--- config.mk ---
export PLATFORM = sky130hd
export DESIGN_NAME = cam_capture
export DESIGN_NICKNAME = d
export VERILOG_FILES = /design/src/rtl/cam_capture.sv
export SDC_FILE = /design/constraint.sdc
export NUM_CORES = 1
export LEC_CHECK = 0
export ABC_AREA = 1
export CORE_MARGIN = 4
export CORE_UTILIZATION = 29
export CTS_BUF_LIST = sky130_fd_sc_hd__clkbuf_4
export CTS_CLUSTER_DIAMETER = 150
export DETAILED_ROUTE_END_ITERATION = 16
export PLACE_DENSITY = 0.5
export SYNTH_ARGS = -nofsm -noshare
export SYNTH_HDL_FRONTEND = slang
export SYNTH_SLANG_ARGS = --single-unit
--- constraint.sdc ---
create_clock -name sclk -period 2.8 [get_ports sclk]
set_clock_uncertainty 0.2 [all_clocks]
set_input_delay 0.84 -clock sclk [delete_from_list [all_inputs] [get_ports sclk]]
set_output_delay 0.84 -clock sclk [all_outputs]
set_load 0.02 [all_outputs]
--- src/rtl/cam_capture.sv ---
// cam_capture: DVP camera pixel capture in the sensor pixel-clock domain.
// Registers the sensor bus once, then packs DATA_W-wide beats MSB-first into
// PIX_W-wide pixels. It skips a number of frames after reset, applies a
// frame-synchronous crop window, and marks the start of each frame. It also
// reports line ends, completed frames and lines that end on a partial pixel.
module cam_capture #(
    parameter int DATA_W      = 8,
    parameter int PIX_W       = 16,
    parameter int CNT_W       = 12,
    parameter int SKIP_FRAMES = 10
) (
    input  logic              sclk,
    input  logic              s_rst_n,
    input  logic              cam_vsync,
    input  logic              cam_href,
    input  logic [DATA_W-1:0] cam_data,
    input  logic              cfg_crop_en,
    input  logic [CNT_W-1:0]  cfg_h_start,
    input  logic [CNT_W-1:0]  cfg_h_end,
    input  logic [CNT_W-1:0]  cfg_v_start,
    input  logic [CNT_W-1:0]  cfg_v_end,
    output logic [PIX_W-1:0]  m_data,
    output logic              m_wr_en,
    output logic              m_sof,
    output logic              line_done,
    output logic [15:0]       frame_cnt,
    output logic              err_partial
);

    localparam int BYTES     = PIX_W / DATA_W;
    localparam int PH_W      = (BYTES > 1) ? $clog2(BYTES) : 1;
    localparam int SKIP_W    = (SKIP_FRAMES > 1) ? $clog2(SKIP_FRAMES) : 1;
    localparam int LAST_SKIP = (SKIP_FRAMES > 0) ? SKIP_FRAMES - 1 : 0;

    typedef enum logic [1:0] {
        ST_SKIP,
        ST_WAIT_VS,
        ST_ACTIVE
    } state_e;

    // Input staging registers and their one-cycle-delayed copies
    logic              vs_q, vs_dly_q;
    logic              hr_q, hr_dly_q;
    logic [DATA_W-1:0] d_q;

    // FSM, counters and packing state
    state_e            state_q, state_d;
    logic [SKIP_W-1:0] skip_cnt_q, skip_cnt_d;
    logic [PH_W-1:0]   ph_q, ph_d;
    logic [CNT_W-1:0]  x_q, x_d;
    logic [CNT_W-1:0]  y_q, y_d;
    logic [PIX_W-1:0]  pack_q, pack_d;
    logic              sof_pend_q, sof_pend_d;

    // Window shadow registers, loaded only when a frame becomes active
    logic              crop_en_s_q, crop_en_s_d;
    logic [CNT_W-1:0]  h_start_s_q, h_start_s_d;
    logic [CNT_W-1:0]  h_end_s_q, h_end_s_d;
    logic [CNT_W-1:0]  v_start_s_q, v_start_s_d;
    logic [CNT_W-1:0]  v_end_s_q, v_end_s_d;

    // Registered outputs
    logic [PIX_W-1:0]  m_data_q, m_data_d;
    logic              m_wr_en_q, m_wr_en_d;
    logic              m_sof_q, m_sof_d;
    logic              line_done_q, line_done_d;
    logic [15:0]       frame_cnt_q, frame_cnt_d;
    logic              err_partial_q, err_partial_d;

    // Combinational helpers
    logic              vs_rise, vs_fall, hr_rise, hr_fall;
    logic [PH_W-1:0]   ph_eff;
    logic [CNT_W-1:0]  x_eff;
    logic [PIX_W-1:0]  pix;
    logic              in_win;

    // Counter increment that sticks at all-ones instead of wrapping.
    function automatic logic [CNT_W-1:0] sat_inc(input logic [CNT_W-1:0] v);
        return (v == {CNT_W{1'b1}}) ? v : v + CNT_W'(1);
    endfunction

    assign vs_rise = vs_q & ~vs_dly_q;
    assign vs_fall = ~vs_q & vs_dly_q;
    assign hr_rise = hr_q & ~hr_dly_q;
    assign hr_fall = ~hr_q & hr_dly_q;

    // Register the sensor pins once and keep a delayed copy for edge detection.
    always_ff @(posedge sclk or negedge s_rst_n) begin
        if (!s_rst_n) begin
            vs_q     <= 1'b0;
            vs_dly_q <= 1'b0;
            hr_q     <= 1'b0;
            hr_dly_q <= 1'b0;
            d_q      <= '0;
        end else begin
            // NOTE: non-blocking assignments so every register samples pre-edge values.
            vs_q     <= cam_vsync;
            vs_dly_q <= vs_q;
            hr_q     <= cam_href;
            hr_dly_q <= hr_q;
            d_q      <= cam_data;
        end
    end

    // Next-state logic for the frame FSM, pixel packing, counters and outputs.
    always_comb begin
        // NOTE: every _d starts from its _q (or idle value) so no path infers a latch.
        state_d       = state_q;
        skip_cnt_d    = skip_cnt_q;
        ph_d          = ph_q;
        x_d           = x_q;
        y_d           = y_q;
        pack_d        = pack_q;
        sof_pend_d    = sof_pend_q;
        crop_en_s_d   = crop_en_s_q;
        h_start_s_d   = h_start_s_q;
        h_end_s_d     = h_end_s_q;
        v_start_s_d   = v_start_s_q;
        v_end_s_d     = v_end_s_q;
        m_data_d      = m_data_q;
        m_wr_en_d     = 1'b0;
        m_sof_d       = 1'b0;
        line_done_d   = 1'b0;
        frame_cnt_d   = frame_cnt_q;
        err_partial_d = 1'b0;

        // A line start restarts the beat phase and column for the beat now in d_q.
        ph_eff = hr_rise ? '0 : ph_q;
        x_eff  = hr_rise ? '0 : x_q;
        pix    = (pack_q << DATA_W) | PIX_W'(d_q);
        in_win = !crop_en_s_q ||
                 ((x_eff >= h_start_s_q) && (x_eff <= h_end_s_q) &&
                  (y_q >= v_start_s_q) && (y_q <= v_end_s_q));

        case (state_q)
            ST_SKIP: begin
                if (vs_rise) begin
                    if (skip_cnt_q == SKIP_W'(LAST_SKIP)) begin
                        state_d    = ST_WAIT_VS;
                        skip_cnt_d = '0;
                    end else begin
                        skip_cnt_d = skip_cnt_q + 1'b1;
                    end
                end
            end

            ST_WAIT_VS: begin
                if (vs_fall) begin
                    crop_en_s_d = cfg_crop_en;
                    h_start_s_d = cfg_h_start;
                    h_end_s_d   = cfg_h_end;
                    v_start_s_d = cfg_v_start;
                    v_end_s_d   = cfg_v_end;
                    sof_pend_d  = 1'b1;
                    x_d         = '0;
                    y_d         = '0;
                    ph_d        = '0;
                    state_d     = ST_ACTIVE;
                end
            end

            ST_ACTIVE: begin
                if (vs_rise) begin
                    // Frame end wins over any line in progress.
                    frame_cnt_d = frame_cnt_q + 16'd1;
                    y_d         = '0;
                    x_d         = '0;
                    ph_d        = '0;
                    sof_pend_d  = 1'b0;
                    state_d     = ST_WAIT_VS;
                end else if (hr_q) begin
                    pack_d = pix;
                    if (ph_eff == PH_W'(BYTES - 1)) begin
                        ph_d = '0;
                        x_d  = sat_inc(x_eff);
                        if (in_win) begin
                            m_data_d   = pix;
                            m_wr_en_d  = 1'b1;
                            m_sof_d    = sof_pend_q;
                            sof_pend_d = 1'b0;
                        end
                    end else begin
                        ph_d = ph_eff + 1'b1;
                        x_d  = x_eff;
                    end
                end else if (hr_fall) begin
                    line_done_d   = 1'b1;
                    err_partial_d = (ph_q != '0);
                    ph_d          = '0;
                    y_d           = sat_inc(y_q);
                end
            end

            default: state_d = ST_WAIT_VS;
        endcase
    end

    // Register FSM state, counters, window shadows and outputs.
    always_ff @(posedge sclk or negedge s_rst_n) begin
        if (!s_rst_n) begin
            if (SKIP_FRAMES == 0) begin
                state_q <= ST_WAIT_VS;
            end else begin
                state_q <= ST_SKIP;
            end
            skip_cnt_q    <= '0;
            ph_q          <= '0;
            x_q           <= '0;
            y_q           <= '0;
            pack_q        <= '0;
            sof_pend_q    <= 1'b0;
            crop_en_s_q   <= 1'b0;
            h_start_s_q   <= '0;
            h_end_s_q     <= '0;
            v_start_s_q   <= '0;
            v_end_s_q     <= '0;
            m_data_q      <= '0;
            m_wr_en_q     <= 1'b0;
            m_sof_q       <= 1'b0;
            line_done_q   <= 1'b0;
            frame_cnt_q   <= '0;
            err_partial_q <= 1'b0;
        end else begin
            state_q       <= state_d;
            skip_cnt_q    <= skip_cnt_d;
            ph_q          <= ph_d;
            x_q           <= x_d;
            y_q           <= y_d;
            pack_q        <= pack_d;
            sof_pend_q    <= sof_pend_d;
            crop_en_s_q   <= crop_en_s_d;
            h_start_s_q   <= h_start_s_d;
            h_end_s_q     <= h_end_s_d;
            v_start_s_q   <= v_start_s_d;
            v_end_s_q     <= v_end_s_d;
            m_data_q      <= m_data_d;
            m_wr_en_q     <= m_wr_en_d;
            m_sof_q       <= m_sof_d;
            line_done_q   <= line_done_d;
            frame_cnt_q   <= frame_cnt_d;
            err_partial_q <= err_partial_d;
        end
    end

    assign m_data      = m_data_q;
    assign m_wr_en     = m_wr_en_q;
    assign m_sof       = m_sof_q;
    assign line_done   = line_done_q;
    assign frame_cnt   = frame_cnt_q;
    assign err_partial = err_partial_q;

endmodule

Fig. 1: metal 4
(2 px per µm) Supply wires on this layer in gray.
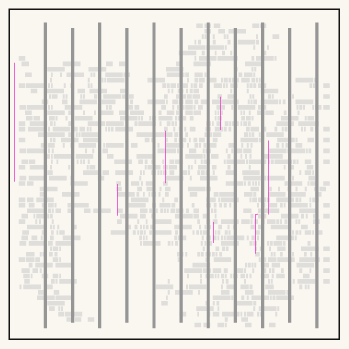
main direction: vertical
nets with wire on the layer: 2

==> flow_summary.ini <==
; implementation run metrics
[status]
outcome = completed

[final_layout]
design_area_mm2 = 0.00908
drive_above_1_share_pct = 12.6
nets = 1057
logic_area_mm2 = 0.00332

[min_path]
hold_path_end = sof_pend_q
hp-class = register to register

[worst_setup_path]
crit_chain = clkdlybuf4s50_1
cp.arrival_ns = 1.64
crit_slowest_cell = clkdlybuf4s50_1
crit_fanout = 5
critPathCapture = frame_cnt[9]
cp_top_family = buffers and inverters

[cts]
cts_tree = built
cts_sinks = 137
htreeDepth = 4
path_clk_slew_ns = 0.12
clk_path_buf_depth = 2

[synthesis]
syn_nets = 935
synth.avg_cell_area_um2 = 8.62
ys_ff = 137
synthTopCellsByArea = dfrtp_1, nand2_1, ha_1
ys_area_mm2 = 0.00708
synth_top_cell_by_count = nand2_1
netlist_instances = 822
netlist_area_mm2 = 0.00708

[final_timing]
hold_viol = 0
finalClockPeriodUsage_pct = 95.9
setup-violations-final = 0

[pwr]
irDropWorstVdd_mv = 0.402
leakage_nw = 4.38

[die]
ioPinCount = 97
initial_utilization_pct = 29.8

[place]
place_hpwl_um = 12200
place_congestion = 0.837

[detailed_routing]
firstDrtPassIters = 4
ant_nets = 0

[global_routing]
antenna_found_initial = 1
grt_max_degree = 95
grt.overflow.total = 0
Fig. 2: the metal 3 layer
(3 px per µm)
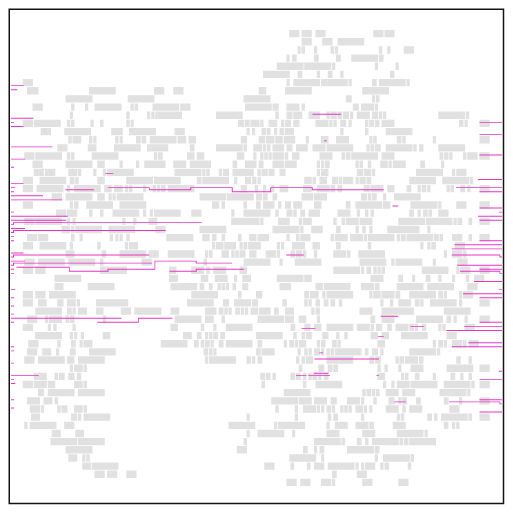
share of all routed wire: 5.9%
nets with wire on the layer: 83
longest straight run: 62.6 µm

state kept, by name (all words and copies together) (netlist names), 2 cells and up:
| signal | cells |
|---|---|
| d_q | 8 |
| frame_cnt | 16 |
| h_end_s_q | 12 |
| h_start_s_q | 12 |
| m_data | 16 |
| pack_q | 8 |
| skip_cnt_q | 4 |
| state_q | 2 |
| v_end_s_q | 12 |
| v_start_s_q | 12 |
| x_q | 12 |
| y_q | 12 |
cells by family after synthesis:
group	after synthesis	synth area share [%]
and+or+nand+nor	348	21.9
DFF	137	48.4
buffers and inverters	132	7.26
AOI/OAI and AO/OA	123	9.45
adders and majority gates	52	9.19
xor gates and xnor gates	28	3.46
muxes	2	0.318
what timing repair did:
action,4_1_cts,5_1_grt
endpoints found under the setup margin,0,26
setup buffers,0,5
endpoints found under the hold margin,0,1
hold buffers,0,1
gates resized,0,52
routing by layer:
metal	GRT usage, %	routed length, µm	up-vias
met5	0	0	-
met4	3.51	184	0
met3	4.32	998	16
met2	18.9	7000	106
met1	18.8	8800	2577
li1	-	-	2898
stage by stage:
stage / utilization (%) / total power (W)
after floorplan: - / 0.00418
final: 38.2 / 0.00639
after detailed placement: 35.8 / 0.00494
after global placement: 35.8 / 0.00491
after global routing: 38.2 / 0.00696
after CTS: 37.1 / 0.00637
where the power goes:
group          total, W  leakage [nW]  internal, W  switching (W)
clock network   0.00140         0.155     0.000631       0.000766
logic           0.00223          2.45     0.000852        0.00138
registers       0.00276          1.77      0.00251       0.000251
cell type report:
class	count	share of cell area (%)
sequential	137	37.8
multi-input combinational	554	36.6
timing repair buffer	119	13.2
inverter	115	4.75
tap	319	4.39
clock inverter	13	1.68
clock buffer	19	1.57
antenna	2	0.0551
No activity file was given, so power comes from the tool's default toggle rates.
